### Clock distribution

Bar = 100 um.
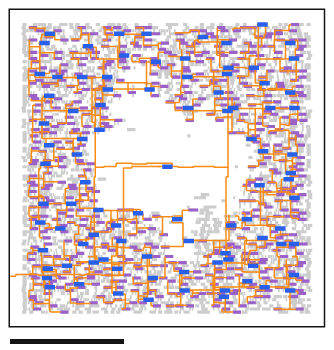
### Clock wiring as the flow saved it

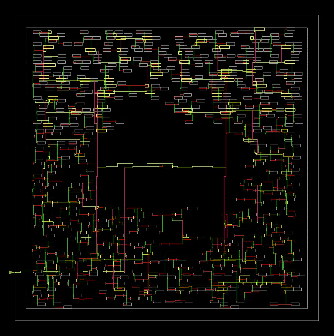
### Routed metal, one colour a layer

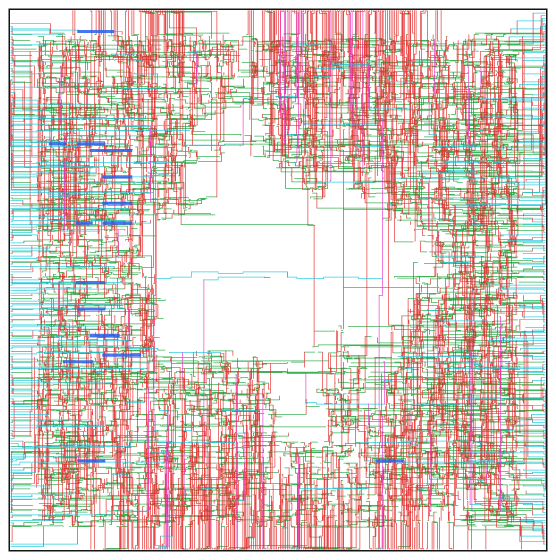
### Routed metal per tile

Bar = 100 um. The die is cut into 28 by 28 equal tiles; white is low, dark blue is high, scaled to the fullest tile. Values are wire area over tile area, all layers added.
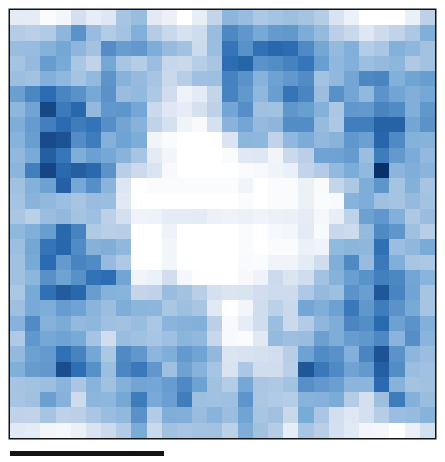
[config.mk]
export PLATFORM = sky130hd
export DESIGN_NAME = cacheline_adapter
export DESIGN_NICKNAME = d
export VERILOG_FILES = /design/src/rtl/cacheline_adapter.sv
export SDC_FILE = /design/constraint.sdc
export NUM_CORES = 1
export LEC_CHECK = 0
export ABC_AREA = 1
export CAP_MARGIN = 40
export CORE_AREA = 10 10 266 268
export CTS_CLUSTER_DIAMETER = 40
export DETAILED_ROUTE_END_ITERATION = 10
export DIE_AREA = 0 0 276 278
export GPL_ROUTABILITY_DRIVEN = 0
export SYNTH_ARGS = -nofsm -noshare
export SYNTH_HDL_FRONTEND = slang
export SYNTH_SLANG_ARGS = --single-unit
[constraint.sdc]
create_clock -name clk -period 4 [get_ports clk]
set_input_delay 0.4 -clock clk [delete_from_list [all_inputs] [get_ports clk]]
set_output_delay 0.4 -clock clk [all_outputs]
set_load 0.02 [all_outputs]
[src/rtl/cacheline_adapter.sv]
// Cache-line <-> 4x64-bit burst adapter between cache and memory.
// Optional perf counters: define CACHELINE_ADAPTER_PERF_EN.
module cacheline_adapter (
  input  logic         clk,
  input  logic         rst,
  input  logic [31:0]  address_i,
  input  logic         read_i,
  input  logic         write_i,
  input  logic [255:0] line_i,
  output logic [255:0] line_o,
  output logic         resp_o,
  output logic [31:0]  address_o,
  output logic         read_o,
  output logic         write_o,
  input  logic [63:0]  burst_i,
  output logic [63:0]  burst_o,
  input  logic         resp_i
);

  typedef enum logic [1:0] {
    S_IDLE,
    S_READ,
    S_WRITE,
    S_DONE
  } state_t;

  state_t       r_state;
  state_t       w_next;
  logic [1:0]   r_k;
  logic [31:0]  r_addr;
  logic [255:0] r_wline;
  logic [255:0] r_line;
  logic [7:0]   w_base;
  logic         w_last;

  assign w_base = {r_k, 6'b0};
  assign w_last = resp_i && (r_k == 2'd3);

  // state register
  always_ff @(posedge clk) begin
    if (rst) r_state <= S_IDLE;
    else     r_state <= w_next;
  end

  // next-state decode; write wins over read
  always_comb begin
    w_next = r_state;
    unique case (r_state)
      S_IDLE: begin
        if (write_i)     w_next = S_WRITE;
        else if (read_i) w_next = S_READ;
      end
      S_READ:  if (w_last) w_next = S_DONE;
      S_WRITE: if (w_last) w_next = S_DONE;
      S_DONE:  w_next = S_IDLE;
    endcase
  end

  // request latching, beat counter and fill assembly
  always_ff @(posedge clk) begin
    if (rst) begin
      r_k     <= 2'd0;
      r_addr  <= 32'd0;
      r_wline <= 256'd0;
      r_line  <= 256'd0;
    end else begin
      unique case (r_state)
        S_IDLE: begin
          if (write_i || read_i) begin
            r_addr <= address_i;
            r_k    <= 2'd0;
          end
          if (write_i) r_wline <= line_i;
        end
        S_READ: begin
          if (resp_i) begin
            r_line[w_base +: 64] <= burst_i;
            r_k                  <= r_k + 2'd1;
          end
        end
        S_WRITE: begin
          if (resp_i) r_k <= r_k + 2'd1;
        end
        S_DONE: ;
      endcase
    end
  end

  assign address_o = r_addr & ~32'h1F;
  assign read_o    = (r_state == S_READ);
  assign write_o   = (r_state == S_WRITE);
  assign resp_o    = (r_state == S_DONE);
  assign line_o    = r_line;
  assign burst_o   = r_wline[w_base +: 64];

`ifdef CACHELINE_ADAPTER_PERF_EN
  int num_fills;
  int num_writebacks;
  int num_stall_cycles;

  // burst completion and memory stall statistics
  always_ff @(posedge clk) begin
    if (rst) begin
      num_fills        <= 0;
      num_writebacks   <= 0;
      num_stall_cycles <= 0;
    end else begin
      if (r_state == S_READ && w_last)
        num_fills <= num_fills + 1;
      if (r_state == S_WRITE && w_last)
        num_writebacks <= num_writebacks + 1;
      if ((read_o || write_o) && !resp_i)
        num_stall_cycles <= num_stall_cycles + 1;
    end
  end
`endif

endmodule

==> run summary <==
Implementation run completed; key figures follow.

Synth:
- The run gives the async set or reset register ratio after synthesis as 0%.
- The run gives the flop and latch count out of synthesis as about 540.
- The run puts the simple logic cell fraction of the synthesized area at a little under a quarter.
- Synthesis handed over a netlist of between 2000 and 3000 instances.
- The run gives the synthesized chip area reported by yosys as roughly 0.022 sq mm.
- The run gives the largest family of logic cells by area as simple AND/OR/NAND/NOR gates.
- The main area contributors are dfxtp_1 50%, nor2_1 13%, o21ai_0 11%.
- The run gives the summed instance area of the synthesized netlist as ~0.022 sq mm.
- The run gives the synthesized-area fraction occupied by xor and xnor cells as 0%.
- The run gives the multiplexer area fraction after synthesis as 0%.
- The run gives the number of enable-type register cells in the synthesized netlist as 0.
- The run puts the average cell area after synthesis at about 7.2 sq um.
- Looking at the gate-level netlist, the highest instance count belongs to nor2_1.
- Looking at the cell usage after synthesis, the top flip-flop cell is dfxtp_1.
- The run gives the adder-cell share of the synthesized area as 0.577%.
- In the synthesized netlist, the cells that appear most often are 761 x nor2_1, 543 x dfxtp_1, 482 x o21ai_0, 337 x nand2_1, 260 x a21oi_1.
- The run gives the number of synthesis warnings as 0.
- The gate-level netlist out of Yosys references 21 unique cell types.
- The run puts the share of Yosys cell area claimed by the top area cell type at between 50% and 60%.

Die:
- The run puts the overall die height at about 280 um.
- The run gives the well-tap cell count as ~860.
- Per the OpenROAD floorplan log, the area of the core is between 0.06 and 0.07 sq mm.
- In the floorplan report the effective utilization is between 30% and 40%.
- After floorplanning, the core was divided into 94 placement rows.
- The run gives the total I/O pin count as slightly above 700.
- Per the OpenROAD floorplan log, the width of the die is around 280 um.
- The run gives the area enclosed by the die boundary as between 0.07 and 0.08 sq mm.

CTS:
- The run gives the CTS tree as yes.
- The report lists the number of cells resized after CTS as 0.
- The run puts the clock transition at the register clock pins on the worst setup and hold paths after CTS at about 0.050 ns.
- Per the repair_timing log after CTS, setup buffers inserted total 0.
- Clock tree synthesis selected as its root buffer the cell clkbuf_16.
- The run puts the number of buffers inserted for hold repair after clock tree synthesis at 0.
- Counting along the longest clock path gives a buffer depth of 3.
- The run puts the number of buffers created by CTS at between 90 and 100.

Setup path:
- The worst register-to-register path ends at line_o[96]$_SDFFE_PP0P_.
- At the worst endpoint, the arrival time is ~2.9 ns.
- Walking the worst path, the cells encountered are inv_6, buf_4, o21ai_0, o22ai_1, clkdlybuf4s50_1.
- The run gives the largest stage delay on the critical path as 0.70 ns.
- The run gives the kind of launch point of the worst setup path as a register.
- The run gives the kind of cell adding the most delay to the critical path as buffers and inverters.
- The run gives the critical-path maximum fanout as about 56.
- The run puts the slack of the worst reg-to-reg path at ~1.3 ns.
- STA classifies the critical path endpoint as a primary output.
- The run gives the slowest library cell on the worst path as clkdlybuf4s50_1.
- The run puts the number of cells on the worst reg-to-reg path at 7.
- The run puts the count of cell instances traversed by the critical path at 5.
- The run gives the required time of the critical path as around 3.6 ns.
- In this run the worst setup path terminates at burst_o[6].
- The critical path in this run is classified as register to primary output.
- In this run the critical register-to-register path is launched from r_k[0]$_SDFFE_PP0P_.
- The launch point of the critical path was reported as r_k[0]$_SDFFE_PP0P_.

Drt:
- The detailed router reports a met3 wire length of between 8000 and 9000 um.
- The run gives the post-route antenna net violation count as 0.
- The run puts the wire length on met1 at ~35000 um.
- The detailed router finished its first iteration with 1731 violations.
- Dividing the detail-routed via count by the number of cells gives just under 5.
- Wire segments on met2 add up to approximately 42000 um in the final route.
- After detailed routing, no signal wire sits above met5.
- The run puts the iteration tally of the first detailed-router pass at 5.
- The run puts the DRC violation count after routing at 0.

Timing:
- The run gives the final count of pins violating max slew as 0.
- In the post-route analysis, the smallest setup slack over all paths is 0.695 ns.
- The run gives the number of endpoints failing setup at the final stage as 0.
- The run gives the maximum operating frequency as between 300 and 400 MHz.
- The run puts the post-route worst hold slack at around 0.17 ns.
- The pin closest to its max-slew limit shows a slew of slightly below 0.9 ns.
- The run gives the final tally of hold violations as 0.
- The run gives the post-route minimum period as 3.31 ns.
- Setup repair after global routing left no endpoint under its margin.
- Adding up every negative setup slack in the final design gives 0 ns.
- The max-slew check reports its worst relative slack as 40.4%.
- The worst path uses between 80 and 90% of the clock period.

Flow run:
- The run gives the number of warnings in the stage logs as around 50.
- The run gives the number of maximum-capacitance constraint violations as 0.

Global route:
- The run puts the met3 usage in global routing at roughly 8.1%.
- The first global-routing pass estimated ~130000 um of wire.
- The run gives the met2 layer usage reported by global route as 36.4%.
- The run gives the global-route met1 utilization as between 20% and 30%.
- The run gives the number of global-route vias before repair as 21100.
- The run gives the largest net degree at the start of global routing as around 140.
- Per the GRT log, the top usage layer is met2.
- The number of antenna violations at the first check in global routing is 22.
- The run gives the global route total overflow as 0.

Layout:
- According to the finish report, the design has a final net count of roughly 3900.
- The run gives the share of cells above drive strength 1 as around 6.2%.
- The run gives the non-clock inverter total of the final layout as about 77.
- The run gives the design area as around 0.033 sq mm.
- In the final layout, the multi-input gates occupy between 0.009 and 0.01 sq mm.
- The run gives the area-dominant cell class after layout as flip-flops and latches.
- The run puts the non-filler instance count after layout at ~4500.
- The run gives the final core area utilization as 49.9%.
- The run puts the combinational share of cell area at roughly 29%.
- The run gives the count of filler cells inserted in the layout as about 6500.
- The run puts the area used by sequential logic in the layout at roughly 0.011 sq mm.
- The run gives the portion of the layout cell area used by clock cells as approximately a tenth.
- The design has roughly 540 sequential cells.
- The run gives the final antenna diode count as 9.
- The run puts the relative area change from synthesis to final layout at 50.6%.

Worst hold path:
- The path with the worst hold slack has its endpoint at line_o[98]$_SDFFE_PP0P_.
- STA lists the startpoint of the worst hold path as rst.
- The run gives the path category of the worst min-delay check as input port to register.
- The run puts the count of cells along the worst hold path at 2.

Status:
- The run finished with clean final reports.

Place:
- The run gives the minimum setup slack after placement as around 1.2 ns.
- The run gives the cell area reported after detailed placement as 0.0292 sq mm.
- The run puts the final HPWL from detailed placement at between 60000 and 70000 um.
- The run puts the count of placed standard cells including taps at approximately 4300.

Power and ir drop:
- The run gives the cell area power density as roughly 720 mW/mm^2.
- The run puts the total power of the final layout at approximately 23 mW.
- The run puts the worst ir drop on vdd at 0.000672 V.
About 'Clock distribution':
[purple] flip-flops | count: 543
[blue] clock drivers | count: 92
[orange] clock wires | length: 7840 um
flops lie: widely spread
routed clock nets: 93

About 'Clock wiring as the flow saved it':
CTS sink count: 543
power in the clock group: 8.54 mW
final setup skew: 0.0283 ns
clock latency reported for the late side of the worst-skew pair: 0.64 ns
clock buf count: 118

About 'Routed metal, one colour a layer':
| colour | layer | wire length |
|---|---|---|
| blue | metal 5 | 205 um |
| magenta | metal 4 | 2680 um |
| green | metal 1 | 35.3 mm |
| cyan | metal 3 | 8480 um |
| red | metal 2 | 42.5 mm |

About 'Routed metal per tile':
tiles over half the peak: 29%
emptiest ninth of the die: centre
nearly empty tiles: 6.2%
mean over tiles: 0.20
fullest tile: 0.52
Final Routed Wirelength: 89100 um
post-DR wirelength/cell: 19.7 um
total track usage: 21.8%
total via count in the routed design: 22200

-- placed cells by master, fill, tap and decap left out, types with 59 or more instances in the layout --
master / Yosys / routed
nor2_1: 761 / 760
clkdlybuf4s50_1: 0 / 700
dfxtp_1: 543 / 541
o21ai_0: 482 / 482
nand2_1: 337 / 336
a21oi_1: 260 / 260
nand3_1: 133 / 130
clkbuf_16: 0 / 93
inv_1: 71 / 69
o22ai_1: 64 / 64
nor3_1: 59 / 59
-- flip-flops by register name, indices dropped and copies added (netlist names) --
register / count
r_addr: 27
line_o: 256
r_wline: 256
r_state: 2
r_k: 2
-- power by group --
part / internal [mW] / switching [mW]
clock: 5.62 / 2.92
sequential: 6.37 / 0.502
combinational: 2.89 / 5.04
total: 14.9 / 8.46
Power is estimated from default activity; no workload was simulated.
